<file path="src/rtl/imm_ext_if.sv">
// Decode-to-extender bus: immediate/mode request in, extended value and status out.
interface imm_ext_if;
  logic        in_valid;
  logic [15:0] imm;
  logic [1:0]  EOp;
  logic [31:0] ext_comb;
  logic [31:0] ext;
  logic        out_valid;
  logic [1:0]  eop_q;

  modport master (
    output in_valid, imm, EOp,
    input  ext_comb, ext, out_valid, eop_q
  );

  modport slave (
    input  in_valid, imm, EOp,
    output ext_comb, ext, out_valid, eop_q
  );
endinterface

</file>
<file path="src/rtl/imm_ext.sv">
// Registered 16-to-32-bit immediate extender (sign, zero, load-upper, branch offset)
// with a combinational copy of the extension for same-cycle consumers.
module imm_ext (
  input  logic      clk,
  input  logic      rst_n,
  imm_ext_if.slave  bus
);

  function automatic logic [31:0] extend(input logic [15:0] imm, input logic [1:0] eop);
    logic signed [15:0] imm_s;
    logic signed [31:0] sx;
    logic [31:0]        res;
    imm_s = imm;
    sx    = 32'(imm_s);
    res   = sx;
    case (eop)
      2'b00: res = sx;
      2'b01: res = {16'h0000, imm};
      2'b10: res = {imm, 16'h0000};
      2'b11: res = sx <<< 2;
    endcase
    return res;
  endfunction

  logic [31:0] ext_comb;
  logic [31:0] ext_d, ext_q;
  logic [1:0]  eop_d, eop_sel_q;
  logic        vld_d, vld_q;

  assign ext_comb = extend(bus.imm, bus.EOp);

  always_comb begin
    ext_d = ext_q;
    eop_d = eop_sel_q;
    vld_d = 1'b0;
    if (bus.in_valid) begin
      ext_d = ext_comb;
      eop_d = bus.EOp;
      vld_d = 1'b1;
    end
  end

  // Register stage: reset wins over a concurrent valid input, which is dropped.
  always_ff @(posedge clk) begin
    if (!rst_n) begin
      ext_q     <= 32'h0;
      eop_sel_q <= 2'b00;
      vld_q     <= 1'b0;
    end else begin
      ext_q     <= ext_d;
      eop_sel_q <= eop_d;
      vld_q     <= vld_d;
    end
  end

  assign bus.ext_comb  = ext_comb;
  assign bus.ext       = ext_q;
  assign bus.eop_q     = eop_sel_q;
  assign bus.out_valid = vld_q;

endmodule

</file>
<file path="src/flat_wrapper.sv">
// flat-port wrapper written by rule: the top's interface ports become plain ports
module imm_ext_flat 
  (clk, rst_n, bus_in_valid, bus_imm, bus_EOp, bus_ext_comb, bus_ext, bus_out_valid, bus_eop_q);
  imm_ext_if bus_i ();
  input  logic clk;
  input  logic rst_n;
  input wire logic [$bits(bus_i.in_valid)-1:0] bus_in_valid;
  input wire logic [$bits(bus_i.imm)-1:0] bus_imm;
  input wire logic [$bits(bus_i.EOp)-1:0] bus_EOp;
  output wire logic [$bits(bus_i.ext_comb)-1:0] bus_ext_comb;
  output wire logic [$bits(bus_i.ext)-1:0] bus_ext;
  output wire logic [$bits(bus_i.out_valid)-1:0] bus_out_valid;
  output wire logic [$bits(bus_i.eop_q)-1:0] bus_eop_q;
  assign bus_i.in_valid = bus_in_valid;
  assign bus_i.imm = bus_imm;
  assign bus_i.EOp = bus_EOp;
  assign bus_ext_comb = bus_i.ext_comb;
  assign bus_ext = bus_i.ext;
  assign bus_out_valid = bus_i.out_valid;
  assign bus_eop_q = bus_i.eop_q;
  imm_ext u_core (.clk(clk), .rst_n(rst_n), .bus(bus_i));
endmodule
</file>
<file path="config.mk">
export PLATFORM = sky130hd
export DESIGN_NAME = imm_ext_flat
export DESIGN_NICKNAME = d
export VERILOG_FILES = /design/src/rtl/imm_ext_if.sv /design/src/rtl/imm_ext.sv /design/src/flat_wrapper.sv
export SDC_FILE = /design/constraint.sdc
export NUM_CORES = 1
export LEC_CHECK = 0
export CORE_ASPECT_RATIO = 0.75
export CORE_MARGIN = 4
export CORE_UTILIZATION = 44
export CTS_BUF_LIST = sky130_fd_sc_hd__clkbuf_4
export CTS_CLUSTER_DIAMETER = 120
export DETAILED_ROUTE_END_ITERATION = 8
export PLACE_DENSITY = 0.88
export SLEW_MARGIN = 20
export SYNTH_ARGS = -nofsm -noshare
export SYNTH_HDL_FRONTEND = slang
export SYNTH_SLANG_ARGS = --single-unit
</file>
<file path="constraint.sdc">
create_clock -name clk -period 2.8 [get_ports clk]
set_input_delay 0.56 -clock clk [delete_from_list [all_inputs] [get_ports clk]]
set_output_delay 0.56 -clock clk [all_outputs]
set_load 0.01 [all_outputs]
</file>
==> ci_impl_report.md, run 1 <==
## Synthesis and layout report

| Metric | Value |
|---|---|
| Core box area | `3660 µm²` |
| Worst hold start | `u_core.bus.ext[31]$_SDFFE_PN0P_` |
| First-pass GRT wire length | `8600 µm` |
| Finish-stage setup viols | `0` |
| RSZ-0062 raised after global routing | `false` |
| Yosys Instances | `220` |
| Mapped Cells | `220` |
| Switch Pwr | `0.000354 W` |
| Leakage | `1.30 nW` |
| Congestion Overflow GR | `0` |
| # port buffers | `87` |
| Largest net degree at the start of global routing | `36` |
| Critical Path Start | `bus_EOp[1]` |
| Share of layout cells above drive strength 1 | `0.135` |
| Die ar. | `4870 µm²` |
| CTS max path bufs | `2` |
| Number of logged tool warnings | `26` |
| Slew headroom | `0.788` |
| Number of H-tree levels | `2` |
| Comb pwr | `0.000370 W` |
| VDD IR max | `0.000353 V` |
| Crit path required time | `2.24 ns` |
| Top Consumer | `registers` |
| Top cells by area | `dfxtp_1 42%, nand2_1 13%, o21ai_0 12%` |
| Final Hold Fails | `0` |
| Site row count | `19` |
| Diodes inserted | `0` |
| Worst Path Arrival | `2.13 ns` |
| Sequential share of power | `0.467` |
| Drt wl/cell | `14.9 µm` |
| Post-DRT Antenna Nets | `0` |
| Synth flops | `35` |
| Crit Path Max Fanout | `3` |
| Die Width | `79.2 µm` |
| FMAX | `0.372 GHz` |
| Post-synth top area cell | `dfxtp_1` |
| Hold-fix buffers, CTS | `0` |
| Final worst path period share | `0.960` |
| HP Class | `reg -> reg` |
| Total of max-cap violations | `0` |
| Post-layout net count | `339` |
| Syn Nets | `241` |
| Internal cell power | `0.000820 W` |
| Hold Slack | `0.494 ns` |
| Total power density per cell area | `420 nW/µm²` |
| Fp_density | `0.457` |
| Final HPWL DP | `4060 µm` |
| Reg clk slew, reported paths | `0.11 ns` |
| DRC viols | `0` |
| DR pass1 iterations | `4` |
| Syn Area/Cell | `7.61 µm²` |
| Logic gate share of total power | `0.315` |
| Clock network power share | `0.218` |
| Unique cell types | `23` |
| Initial DRC Count | `87` |
| Initial antenna violation count | `0` |
| Vias per cell | `5.12` |
| Worst reg2reg path startpoint | `u_core.bus.ext[4]$_SDFFE_PN0P_` |
| Status | `completed` |
| Late-Pin Clk Latency | `0.34 ns` |
| Launching element type of the critical path | `primary input` |
| Total Routing Usage GR | `0.229` |
| Post-Syn Area | `1670 µm²` |
| Switching share of power | `0.301` |
| GPL Wtd Cong | `0.796` |
| Seq pwr | `0.000548 W` |
| I/O pin count | `88` |
| Die Ht | `61.4 µm` |
| Final core occ | `0.763` |
| Vias in the first global route | `1798` |
| TritonCTS clock tree | `built` |
| Final Max Tran Viols | `0` |
| Dpl ws | `-0.0579 ns` |
| Post-synthesis sequential area ratio | `0.419` |
| Crit path time final | `2.69 ns` |
| Max-area cell share | `0.419` |
| Final setup TNS | `0 ns` |
| Critical path type | `in -> out` |
| Power Total | `0.00117 W` |
| Crit path capture type | `primary output` |
| Yosys Chip Area | `1670 µm²` |
| YS warnings | `0` |
| Clk root buf | `clkbuf_4` |
| Worst-Margin Slew | `0.315 ns` |
## run 1: metal layers
layer / up-vias / routed length [µm] / global-route usage
li1: 938 / - / -
met1: 877 / 2410 / 0.282
met3: 8 / 447 / 0.0731
met5: - / 0 / 0
met2: 72 / 2580 / 0.391
met4: 0 / 57 / 0.0735
## run 1: layout by cell type (no fill, tap or decap)
| master | n |
|---|---|
| a21oi_1 | 5 |
| a31oi_1 | 14 |
| a21boi_0 | 1 |
| clkinv_2 | 1 |
| dlygate4sd2_1 | 5 |
| dlymetal6s2s_1 | 11 |
| o211ai_1 | 1 |
| o21ai_0 | 39 |
| nand2_1 | 58 |
| nand2b_1 | 1 |
| or3b_1 | 1 |
| a21oi_2 | 10 |
| a21boi_1 | 1 |
| dfxtp_1 | 35 |
| buf_4 | 18 |
| and2_4 | 2 |
| clkinv_1 | 1 |
| buf_2 | 1 |
| clkdlybuf4s50_1 | 71 |
| buf_6 | 2 |
| inv_4 | 1 |
| mux2i_1 | 4 |
| o21ai_1 | 4 |
| mux2_2 | 1 |
| and2_1 | 2 |
| nor2b_1 | 20 |
| inv_1 | 1 |
| clkbuf_4 | 5 |
| buf_12 | 2 |
## run 1: final timing paths
check	end	slack [ns]	depth (start not counted)
setup / recovery	bus_ext_comb[3]	0.11	6
hold / removal	u_core.bus.ext[31]$_SDFFE_PN0P_	0.49	2
hold reg to reg	u_core.bus.ext[31]$_SDFFE_PN0P_	0.49	2
setup reg to reg	u_core.bus.ext[4]$_SDFFE_PN0P_	2.11	2
## run 1: Yosys cell counts
cell type / n
and2_4: 1
buf_2: 4
mux2i_1: 4
a21oi_2: 10
o211ai_1: 1
o21ai_0: 40
a21boi_1: 1
nor2b_1: 20
a21oi_1: 5
mux2_2: 1
a21boi_0: 1
or3b_1: 1
nand2b_1: 1
nand2_1: 58
buf_6: 2
dfxtp_1: 35
buf_1: 1
o21ai_1: 3
clkbuf_1: 12
a31oi_1: 14
inv_1: 1
and2_1: 3
inv_2: 1
## run 1: kinds of logic after synthesis
logic type,Yosys count,share of synthesized area
AND-OR/OR-AND,75,0.262
multiplexers,5,0.0306
flip-flops,35,0.419
buffers and inverters,21,0.0590
AND/OR/NAND/NOR,84,0.230
## run 1: critical path: stages
cell,delay [ns]
clkdlybuf4s50_1,0.52
and2_1,0.21
buf_4,0.13
nand2_1,0.09
nand2_1,0.09
clkdlybuf4s50_1,0.53
## run 1: area by class of cell
cell class	instances	area [µm²]
fill	291	867
clock buffer	5	37.5
inverter	2	10.0
tap	52	65.1
multi-input combinational	164	877
sequential	35	701
clock inverter	2	8.76
timing repair buffer	110	1090
## run 1: metrics by stage
| step | cell area [µm²] | instances |
|---|---|---|
| 2_1_floorplan | 1670 | 220 |
| 3_3_place_gp | 2700 | 361 |
| 3_5_place_dp | 2700 | 361 |
| 4_1_cts | 2760 | 370 |
| 5_1_grt | 2790 | 370 |
| 6_report | 2790 | 370 |
## run 1: sequential cells by signal (all words and copies together), names as in the netlist
name	count
u_core.bus.eop_q	2
u_core.bus.ext	32
u_core.bus.out_valid	1
## run 1: what timing repair did
item | CTS | global route
setup endpoints to repair | 5 | 17
gates resized | 7 | 15
gates cloned | 1 | 0
buffers inserted | 1 | 0
run_1/clock_nets.png
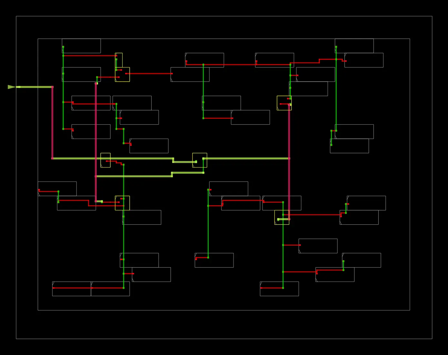
Clock Sink Count: 35
final setup skew: 0 ns
flop count: 35
CTS buffer count: 5
Clock group: 0.000256 W

run_1/m2.png
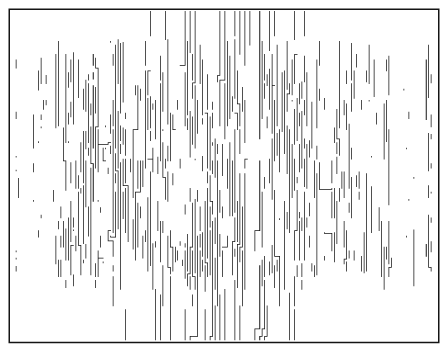
share of all routed wire: 47%
wire length on this layer: 2580 µm
longest straight run: 26.9 µm
nets with wire on the layer: 294
routed vias: 1895
met2 Track Usage GR: 0.391
Routed WL: 5500 µm

run_1/sizing.png
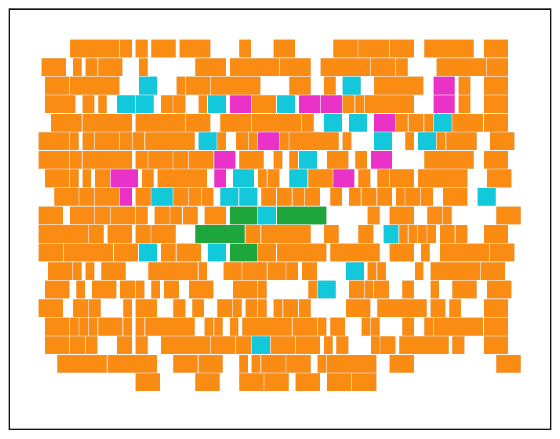
| color | size | cells |
|---|---|---|
| orange | x1 and smaller | 275 |
| magenta | x2 | 13 |
| green | x6 and larger | 4 |
| cyan | x3 and x4 | 26 |
design area: 2790 µm²
setup ws final: 0.112 ns
Area Overhead vs Synth: 66.9%
Signal buffers: 110

run_1/gates.png
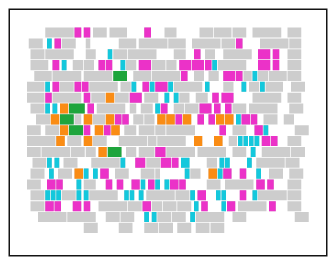

==> run 2: changes to the inputs <==
--- a/config.mk
+++ b/config.mk
@@ -9,3 +9,3 @@
 export CORE_MARGIN = 4
-export CORE_UTILIZATION = 44
+export CORE_UTILIZATION = 50
 export CTS_BUF_LIST = sky130_fd_sc_hd__clkbuf_4
@@ -13,3 +13,3 @@
 export DETAILED_ROUTE_END_ITERATION = 8
-export PLACE_DENSITY = 0.88
+export DONT_BUFFER_PORTS = 1
 export SLEW_MARGIN = 20
--- a/constraint.sdc
+++ b/constraint.sdc
@@ -3,2 +3,2 @@
 set_output_delay 0.56 -clock clk [all_outputs]
-set_load 0.01 [all_outputs]
+set_load 0.005 [all_outputs]
run_2/gates.png
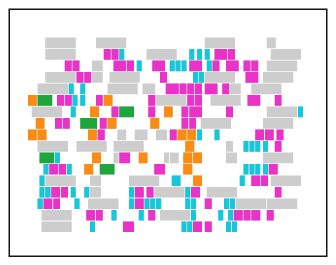
| color | family | cells |
|---|---|---|
| green | mux cells | 5 |
| cyan | nand cells | 59 |
| magenta | aoi and oai cells | 75 |
| orange | nor cells | 20 |
Post-Layout Cell Count: 247
Comb area share: 0.518

==> ci_impl_report.md, run 2 <==
## Synthesis and layout report

| Metric | Value |
|---|---|
| Status | `completed` |
| Vias per cell | `6.01` |
| Slew headroom | `0.667` |
| Critical path's largest stage delay | `0.41 ns` |
| Reg clk slew, reported paths | `0.11 ns` |
| Post-DRT Antenna Nets | `0` |
| Crit path to | `bus_ext_comb[27]` |
| R2r setup slk | `2.08 ns` |
| Yosys Chip Area | `1670 µm²` |
| Final setup skew | `0 ns` |
| Largest register FFs | `32` |
| CP Buf/Inv Count | `0` |
| Share of layout cells above drive strength 1 | `0.100` |
| Finish-stage setup viols | `0` |
| Routed WL | `4480 µm` |
| Total power density per cell area | `566 nW/µm²` |
| Number of H-tree levels | `2` |
| Clock Sink Count | `35` |
| Congestion Overflow GR | `0` |
| Late-Pin Clk Latency | `0.33 ns` |
| FMAX | `0.520 GHz` |
| Site row count | `17` |
| Crit path capture type | `primary output` |
| Worst reg2reg path startpoint | `u_core.bus.ext[11]$_SDFFE_PN0P_` |
| Top cells by area | `dfxtp_1 42%, nand2_1 13%, o21ai_0 12%` |
| R2R depth | `2` |
| Drt wl/cell | `18.1 µm` |
| Number of logged tool warnings | `27` |
| Most frequent cells in the layout | `58 x nand2_1, 40 x o21ai_0, 35 x dfxtp_1` |
| Final HPWL DP | `3290 µm` |
| Crit path required time | `2.24 ns` |
| DR pass1 iterations | `4` |
| Dpl ws | `0.874 ns` |
| Final setup TNS | `0 ns` |
| Syn Area/Cell | `7.61 µm²` |
| TritonCTS clock tree | `built` |
| RR Endpoint | `u_core.bus.ext[11]$_SDFFE_PN0P_` |
| Syn Nets | `241` |
| Post-CTS Setup Inserts | `0` |
| Leakage | `0.718 nW` |
| Vias in the first global route | `1413` |
| HP Class | `in -> reg` |
| Diodes inserted | `0` |
| Asr flop ratio synth | `0` |
| RSZ-0062 raised after global routing | `false` |
| YS warnings | `0` |
| VDD IR max | `0.000367 V` |
| Routed vias | `1484` |
| Placed Cells | `239` |
| Top cell excl fill/tap | `nand2_1` |
| Die Ht | `58.1 µm` |
| Post-synth top area cell | `dfxtp_1` |
| Family with the most delay on the worst path | `AND-OR/OR-AND gates` |
| Die ar. | `4350 µm²` |
| Synth top cells by count | `58 x nand2_1, 40 x o21ai_0, 35 x dfxtp_1, 20 x nor2b_1, 14 x a31oi_1` |
| Launching element type of the critical path | `primary input` |
| Total of max-cap violations | `0` |
| # port buffers | `0` |
| GPL Wtd Cong | `0.865` |
| Crit Path Max Fanout | `14` |
| Cts repair resizes | `0` |
| First-pass GRT wire length | `6730 µm` |
| Final Hold Fails | `0` |
| Number of flops mapped to enable cells by yosys | `0` |
| Mapped Cells | `220` |
| Synth Flop Type | `dfxtp_1` |
| Critical-path top delay cell | `o21ai_0` |
| Hold Slack | `0.315 ns` |
| Fp_density | `0.547` |
| Critical path type | `in -> out` |
| Filler cells | `315` |
| Critical path, cell by cell | `and2_1 > o21ai_0 > nand2_1` |
| Post-Syn Area | `1670 µm²` |
| Largest net degree at the start of global routing | `52` |
| CTS buffer count | `5` |
| Initial DRC Count | `123` |
| Total Routing Usage GR | `0.203` |
| Unique cell types | `23` |
| CTS max path bufs | `2` |
| Post-layout net count | `229` |
| Hold-fix buffers, CTS | `0` |
| Final Max Tran Viols | `0` |
| Top-count cell post-synth | `nand2_1` |
| Worst Path Arrival | `1.36 ns` |
| Die Width | `74.8 µm` |
| I/O pin count | `88` |
| Clk root buf | `clkbuf_4` |
| Worst-Margin Slew | `0.499 ns` |
| Crit path time final | `1.92 ns` |
| Post-synthesis sequential area ratio | `0.419` |
| Critical Path Start | `bus_imm[15]` |
| DRC viols | `0` |
| Worst path depth | `3` |
| Synth flops | `35` |
| Final worst path period share | `0.687` |
| Yosys Instances | `220` |
run_2/sizing.png
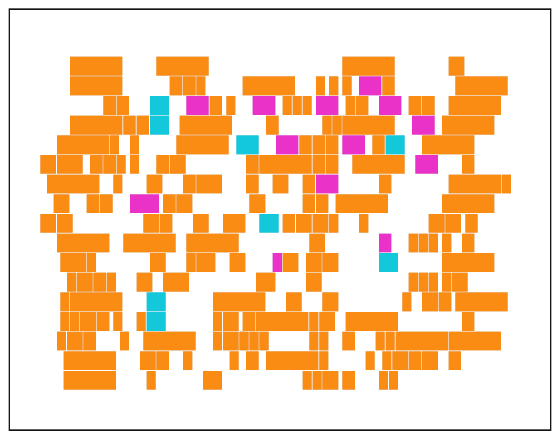
| color | size | cells | most used |
|---|---|---|---|
| orange | x1 and smaller | 188 | nand2_1 |
| magenta | x2 | 13 | a21oi_2 |
| cyan | x3 and x4 | 8 | clkbuf_4 |
setup ws final: 0.876 ns
design area: 1690 µm²
Signal buffers: 0
Area Overhead vs Synth: 0.822%

## run 2: through the flow
stage | instance area (µm²) | total power, W | util
floorplan | 1670 | 0.000684 | -
global route | 1690 | 0.00101 | 0.551
global placement | 1630 | 0.000686 | 0.532
detailed placement | 1630 | 0.000690 | 0.532
CTS | 1690 | 0.000965 | 0.551
finish | 1690 | 0.000956 | 0.551
## run 2: layout make-up
type	count	area [µm²]	area share
flip-flops and latches	35	701	0.415
inverters	2	7.51	0.00445
clock inverters	1	5.00	0.00297
clock buffers	7	52.6	0.0311
well taps	38	47.5	0.0282
multi-input cells	164	875	0.518
## run 2: report_power, final
part	total (W)	internal [W]	switching (W)	leakage, nW
Combinational	0.000120	0.0000463	0.0000739	0.392
Clock	0.000279	0.000117	0.000162	0.0361
Sequential	0.000556	0.000532	0.0000249	0.290
## run 2: worst min path at each step
stage               slack (ns)  depth (start not counted)                              end                             from
global route              0.29                          1  u_core.bus.ext[10]$_SDFFE_PN0P_                     bus_in_valid
detailed placement        0.52                          2  u_core.bus.ext[31]$_SDFFE_PN0P_  u_core.bus.ext[31]$_SDFFE_PN0P_
floorplan                 0.47                          2  u_core.bus.ext[31]$_SDFFE_PN0P_  u_core.bus.ext[31]$_SDFFE_PN0P_
finish                    0.32                          1   u_core.bus.ext[5]$_SDFFE_PN0P_                     bus_in_valid
CTS                       0.30                          1  u_core.bus.ext[15]$_SDFFE_PN0P_                     bus_in_valid
global placement          0.52                          2  u_core.bus.ext[31]$_SDFFE_PN0P_  u_core.bus.ext[31]$_SDFFE_PN0P_
## run 2: logic make-up (layout without fill, tap and decap cells)
logic type,Yosys count,in the layout,share of synthesized area
DFF,35,35,0.419
AOI/OAI and AO/OA,75,75,0.262
buffers and inverters,21,10,0.0590
muxes,5,5,0.0306
and+or+nand+nor,84,84,0.230
## run 2: metal layers
| layer | up-vias | part of all wire | GRT usage |
|---|---|---|---|
| met1 | 671 | 0.42 | 0.248 |
| li1 | 725 | - | - |
| met5 | - | 0 | 0 |
| met2 | 77 | 0.44 | 0.295 |
| met3 | 11 | 0.12 | 0.106 |
| met4 | 0 | 0.017 | 0.0939 |
Power is estimated from default activity; no workload was simulated.
